**Where the registers sit**

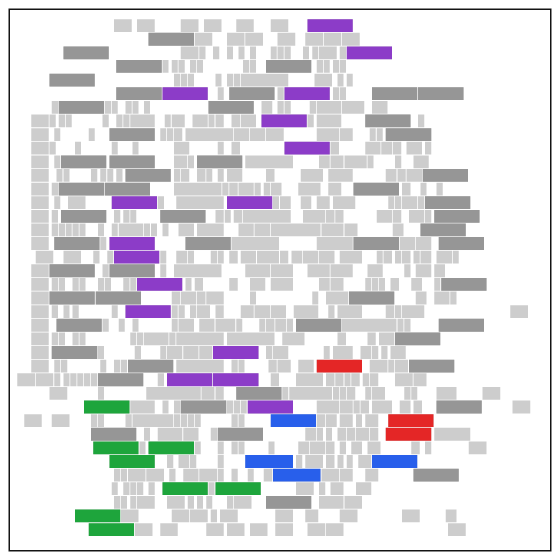
**Signal wires on met3**

Bar = 20 microns.
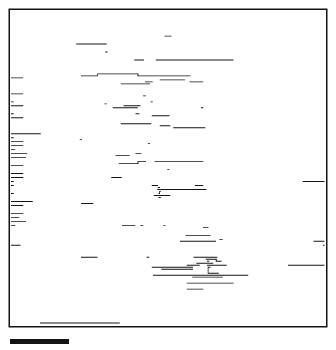
**Routing congestion map**

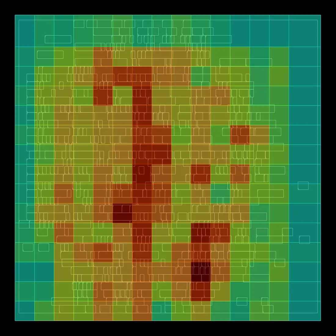
**Selected gate families**

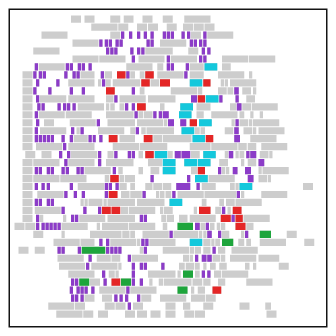
**Metal 2**

Cells faint in the background.
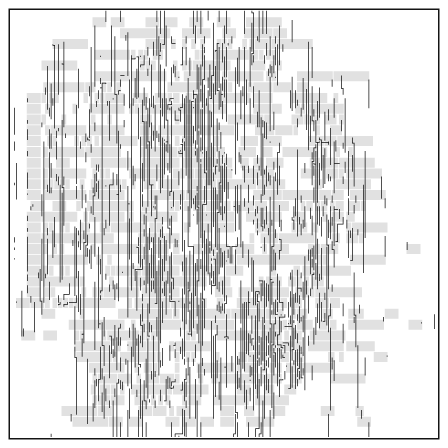
--- src/rtl/morse_emit_char_pkg.sv ---
// morse_emit_char_pkg: shared widths and FSM state encoding for the Morse emitter
package morse_emit_char_pkg;
    localparam int DEF_PULSE_CNT_W   = 16;
    localparam int DEF_MORSE_LEN_W   = 4;
    localparam int DEF_MAX_MORSE_LEN = 8;
    typedef enum logic [2:0] {
        ST_IDLE,
        ST_MARK,
        ST_SPACE,
        ST_GAP,
        ST_DONE
    } state_e;
endpackage

--- src/rtl/morse_emit_char_if.sv ---
// morse_emit_char_if: character request, timing inputs and keyed outputs of the emitter
interface morse_emit_char_if import morse_emit_char_pkg::*; #(
    parameter int PULSE_CNT_W   = DEF_PULSE_CNT_W,
    parameter int MORSE_LEN_W   = DEF_MORSE_LEN_W,
    parameter int MAX_MORSE_LEN = DEF_MAX_MORSE_LEN
);
    logic                     ce;
    logic                     start;
    logic [MORSE_LEN_W-1:0]   len;
    logic [MAX_MORSE_LEN-1:0] dits_dahs;
    logic                     word_end;
    logic [PULSE_CNT_W-1:0]   dit_time;
    logic [PULSE_CNT_W-1:0]   dah_time;
    logic [PULSE_CNT_W-1:0]   word_time;
    logic                     signal;
    logic                     busy;
    logic                     error;
    logic                     ceo;
    modport master (
        output ce, start, len, dits_dahs, word_end, dit_time, dah_time, word_time,
        input  signal, busy, error, ceo
    );
    modport slave (
        input  ce, start, len, dits_dahs, word_end, dit_time, dah_time, word_time,
        output signal, busy, error, ceo
    );
endinterface

--- src/rtl/morse_emit_char_counter.sv ---
// morse_emit_char_counter: phase counter with synchronous load to SCLR_VAL and increment enable
module morse_emit_char_counter #(
    parameter int         W        = 16,
    parameter logic [W-1:0] SCLR_VAL = W'(1)
) (
    input  logic         clk,
    input  logic         rst,
    input  logic         sclr_i,
    input  logic         inc_i,
    output logic [W-1:0] cnt_o
);
    logic [W-1:0] cnt_q, cnt_d;
    assign cnt_d = sclr_i ? SCLR_VAL : cnt_q + W'(1);
    // load wins over increment so a new phase always starts at SCLR_VAL
    always_ff @(posedge clk or posedge rst)
        if (rst) cnt_q <= '0;
        else if (sclr_i | inc_i) cnt_q <= cnt_d;
    assign cnt_o = cnt_q;
endmodule

--- src/rtl/morse_emit_char.sv ---
// morse_emit_char: keys one Morse character onto a single-bit line with dit/dah/word timing
module morse_emit_char import morse_emit_char_pkg::*; #(
    parameter int PULSE_CNT_W   = DEF_PULSE_CNT_W,
    parameter int MORSE_LEN_W   = DEF_MORSE_LEN_W,
    parameter int MAX_MORSE_LEN = DEF_MAX_MORSE_LEN
) (
    input logic               clk,
    input logic               rst,
    morse_emit_char_if.slave  m_if
);
    localparam logic [MORSE_LEN_W-1:0] MAX_LEN = MORSE_LEN_W'(MAX_MORSE_LEN);
    state_e                   state_q;
    logic                     sig_q, busy_q, err_q, we_q;
    logic [MAX_MORSE_LEN-1:0] dd_q;
    logic [MORSE_LEN_W-1:0]   idx_q;
    logic [PULSE_CNT_W-1:0]   dit_q, dah_q, word_q, cnt, raw_tgt, tgt;
    logic                     accept, in_phase, phase_end, mark_dah;
    // DONE also accepts so back-to-back characters carry no extra dead tick
    assign accept    = m_if.ce & m_if.start & (state_q == ST_IDLE || state_q == ST_DONE);
    assign in_phase  = state_q inside {ST_MARK, ST_SPACE, ST_GAP};
    assign mark_dah  = |(dd_q & (MAX_MORSE_LEN'(1) << idx_q));
    assign raw_tgt   = state_q == ST_MARK  ? (mark_dah ? dah_q : dit_q) :
                       state_q == ST_SPACE ? dit_q :
                       we_q ? word_q : dah_q;
    assign tgt       = raw_tgt == '0 ? PULSE_CNT_W'(1) : raw_tgt;
    assign phase_end = in_phase & (cnt >= tgt);
    morse_emit_char_counter #(.W(PULSE_CNT_W), .SCLR_VAL(PULSE_CNT_W'(1))) u_cnt (
        .clk    (clk),
        .rst    (rst),
        .sclr_i (accept | (m_if.ce & phase_end)),
        .inc_i  (m_if.ce & in_phase & ~phase_end),
        .cnt_o  (cnt)
    );
    // character sequencer: latch request on accept, then walk marks/spaces and the trailing gap
    always_ff @(posedge clk or posedge rst) begin
        if (rst) begin
            state_q <= ST_IDLE;
            sig_q   <= 1'b0;
            busy_q  <= 1'b0;
            err_q   <= 1'b0;
            we_q    <= 1'b0;
            dd_q    <= '0;
            idx_q   <= '0;
            dit_q   <= '0;
            dah_q   <= '0;
            word_q  <= '0;
        end else if (m_if.ce) begin
            if (accept) begin
                dd_q   <= m_if.dits_dahs;
                we_q   <= m_if.word_end;
                dit_q  <= m_if.dit_time;
                dah_q  <= m_if.dah_time;
                word_q <= m_if.word_time;
                idx_q  <= m_if.len - MORSE_LEN_W'(1);
                busy_q <= 1'b1;
                err_q  <= m_if.len > MAX_LEN;
                sig_q  <= m_if.len != '0 && m_if.len <= MAX_LEN;
                state_q <= m_if.len > MAX_LEN ? ST_DONE : m_if.len == '0 ? ST_GAP : ST_MARK;
            end else begin
                case (state_q)
                    ST_MARK: if (phase_end) begin
                        sig_q   <= 1'b0;
                        state_q <= idx_q == '0 ? ST_GAP : ST_SPACE;
                        if (idx_q != '0) idx_q <= idx_q - MORSE_LEN_W'(1);
                    end
                    ST_SPACE: if (phase_end) begin
                        sig_q   <= 1'b1;
                        state_q <= ST_MARK;
                    end
                    ST_GAP: if (phase_end) state_q <= ST_DONE;
                    ST_DONE: begin
                        busy_q  <= 1'b0;
                        state_q <= ST_IDLE;
                    end
                    default: state_q <= ST_IDLE;
                endcase
            end
        end
    end
    assign m_if.signal = sig_q;
    assign m_if.busy   = busy_q;
    assign m_if.error  = err_q;
    assign m_if.ceo    = m_if.ce & (state_q == ST_DONE);
endmodule

--- src/flat_wrapper.sv ---
// flat-port wrapper written by rule: the top's interface ports become plain ports
module morse_emit_char_flat import morse_emit_char_pkg::*;
#(
    parameter int PULSE_CNT_W   = DEF_PULSE_CNT_W,
    parameter int MORSE_LEN_W   = DEF_MORSE_LEN_W,
    parameter int MAX_MORSE_LEN = DEF_MAX_MORSE_LEN
)
  (clk, rst, m_if_ce, m_if_start, m_if_len, m_if_dits_dahs, m_if_word_end, m_if_dit_time, m_if_dah_time, m_if_word_time, m_if_signal, m_if_busy, m_if_error, m_if_ceo);
  morse_emit_char_if #(.PULSE_CNT_W(PULSE_CNT_W), .MORSE_LEN_W(MORSE_LEN_W), .MAX_MORSE_LEN(MAX_MORSE_LEN)) m_if_i ();
  input logic clk;
  input logic rst;
  input wire logic [$bits(m_if_i.ce)-1:0] m_if_ce;
  input wire logic [$bits(m_if_i.start)-1:0] m_if_start;
  input wire logic [$bits(m_if_i.len)-1:0] m_if_len;
  input wire logic [$bits(m_if_i.dits_dahs)-1:0] m_if_dits_dahs;
  input wire logic [$bits(m_if_i.word_end)-1:0] m_if_word_end;
  input wire logic [$bits(m_if_i.dit_time)-1:0] m_if_dit_time;
  input wire logic [$bits(m_if_i.dah_time)-1:0] m_if_dah_time;
  input wire logic [$bits(m_if_i.word_time)-1:0] m_if_word_time;
  output wire logic [$bits(m_if_i.signal)-1:0] m_if_signal;
  output wire logic [$bits(m_if_i.busy)-1:0] m_if_busy;
  output wire logic [$bits(m_if_i.error)-1:0] m_if_error;
  output wire logic [$bits(m_if_i.ceo)-1:0] m_if_ceo;
  assign m_if_i.ce = m_if_ce;
  assign m_if_i.start = m_if_start;
  assign m_if_i.len = m_if_len;
  assign m_if_i.dits_dahs = m_if_dits_dahs;
  assign m_if_i.word_end = m_if_word_end;
  assign m_if_i.dit_time = m_if_dit_time;
  assign m_if_i.dah_time = m_if_dah_time;
  assign m_if_i.word_time = m_if_word_time;
  assign m_if_signal = m_if_i.signal;
  assign m_if_busy = m_if_i.busy;
  assign m_if_error = m_if_i.error;
  assign m_if_ceo = m_if_i.ceo;
  morse_emit_char #(.PULSE_CNT_W(PULSE_CNT_W), .MORSE_LEN_W(MORSE_LEN_W), .MAX_MORSE_LEN(MAX_MORSE_LEN)) u_core (.clk(clk), .rst(rst), .m_if(m_if_i));
endmodule
--- config.mk ---
export PLATFORM = sky130hd
export DESIGN_NAME = morse_emit_char_flat
export DESIGN_NICKNAME = d
export VERILOG_FILES = /design/src/rtl/morse_emit_char_pkg.sv /design/src/rtl/morse_emit_char_if.sv /design/src/rtl/morse_emit_char_counter.sv /design/src/rtl/morse_emit_char.sv /design/src/flat_wrapper.sv
export SDC_FILE = /design/constraint.sdc
export NUM_CORES = 1
export LEC_CHECK = 0
export CAP_MARGIN = 20
export CORE_UTILIZATION = 40
export CTS_CLUSTER_DIAMETER = 100
export DETAILED_ROUTE_END_ITERATION = 16
export GPL_TIMING_DRIVEN = 0
export PLACE_DENSITY = 0.69
export SYNTH_ARGS = -nofsm -noshare
export SYNTH_HDL_FRONTEND = slang
export SYNTH_SLANG_ARGS = --single-unit
--- constraint.sdc ---
create_clock -name clk -period 4.65 [get_ports clk]
set_clock_uncertainty 0.2 [all_clocks]
set_input_delay 0.465 -clock clk [delete_from_list [all_inputs] [get_ports clk]]
set_output_delay 0.465 -clock clk [all_outputs]
set_load 0.01 [all_outputs]
==> results.json <==
{
  "worst_path_dominant_cell_family": "AND-OR/OR-AND gates",
  "worstSkewPairLatency_ns": 0.37,
  "finalHoldViolCount": 0,
  "ys_area_sq_mm": 0.00448,
  "ir_drop_uv": 229,
  "register_area_sq_mm": 0.00208,
  "slew_headroom_pct": 49.4,
  "preCtsSetupSlack_ns": -0.383,
  "postLayoutCoreUtil_pct": 53.6,
  "dominant-cell-class": "combinational gates",
  "outcome": "finished clean",
  "dp.cells": 722,
  "slowest_delay_ns": 0.47,
  "sh_comb_area_pct": 41.8,
  "antenna_found_initial": 0,
  "yosys-stat-cells": 513,
  "syn2layout_area_growth_pct": 30.3,
  "cap_violations": 0,
  "cts_max_level": 3,
  "gr-usage-met2_pct": 33.4,
  "top_cells_by_area": "dfrtp_1 (46%), nand2_1 (17%), ha_1 (5.0%)",
  "grt_remaining_overflow": 0,
  "cts_max_path_buffers": 2,
  "via_per_inst": 5.34,
  "drive_above_1_share_pct": 10.1,
  "synth_async_sr_flop_share_pct": 100,
  "r2r-start": "u_core.idx_q[1]",
  "inverters": 13,
  "grt_max_degree": 44,
  "setup_viol_count_final": 0,
  "hpwl_microns": 8690,
  "antenna-diode-count": 0,
  "grt_first_pass_wirelength_microns": 18800,
  "start_kind": "flip-flop",
  "worst-endpoint-arrival_ns": 4.52,
  "xor_area_share_pct": 2.93,
  "grt_use_met1_pct": 27.9,
  "critPathMaxFanout": 10,
  "p_leak_nw": 2.75,
  "clockBufferCount": 12,
  "crit_chain": "mux2i_1, a22o_1, or3b_1, buf_6, a311oi_4, and4_1, and4_1, o2bb2ai_1, ha_1, nand2b_4, a2111oi_4, nand4b_1, a211oi_4, o211ai_1, buf_4, buf_4, o22a_1, o31ai_1",
  "wl_per_cell_microns": 15.8,
  "layout_top_cell": "nand2_1",
  "pg_seq_mw": 1.31,
  "cts_tree": "built"
}
About 'where the registers sit':
[green] u_core.dd_q | sequential cells: 8 | where: lower left
[purple] u_core.dit_q | sequential cells: 16
[blue] u_core.idx_q | sequential cells: 4 | where: bottom centre
[red] u_core.state_q | sequential cells: 3
not coloured: 52

About 'signal wires on met3':
wire length on this layer: 512 microns
main direction: horizontal

About 'routing congestion map':
GRT busiest layer: met2
Total GRT Usage: 21.3%

About 'selected gate families':
[purple] NAND gates | cells: 219 | most used: nand2_1
[red] AND-OR and OR-AND gates | cells: 25 | most used: a22o_1
[green] multiplexers | cells: 8 | most used: mux2i_1
[cyan] adder and majority cells | cells: 18 | most used: ha_1 | where: centre

About 'metal 2':
longest straight run: 59.2 microns
share of all routed wire: 47%

==> sequential cells by signal (all words and copies together), names as in the netlist <==
name	flops
u_core.dah_q	16
u_core.dd_q	8
u_core.dit_q	16
u_core.idx_q	4
u_core.m_if.busy	1
u_core.m_if.error	1
u_core.m_if.signal	1
u_core.state_q	3
u_core.u_cnt.cnt_o	16
u_core.we_q	1
u_core.word_q	16
==> worst min-delay path, stage by stage, from the launching register on <==
cell,delay [ns]
dfrtp_1,0.34
nand2_1,0.05
nand2_1,0.06
==> repair_timing <==
item,CTS,global route
pin swaps,1,13
cloned,0,0
endpoints found under the setup margin,14,20
buffers inserted,1,4
resized,8,31
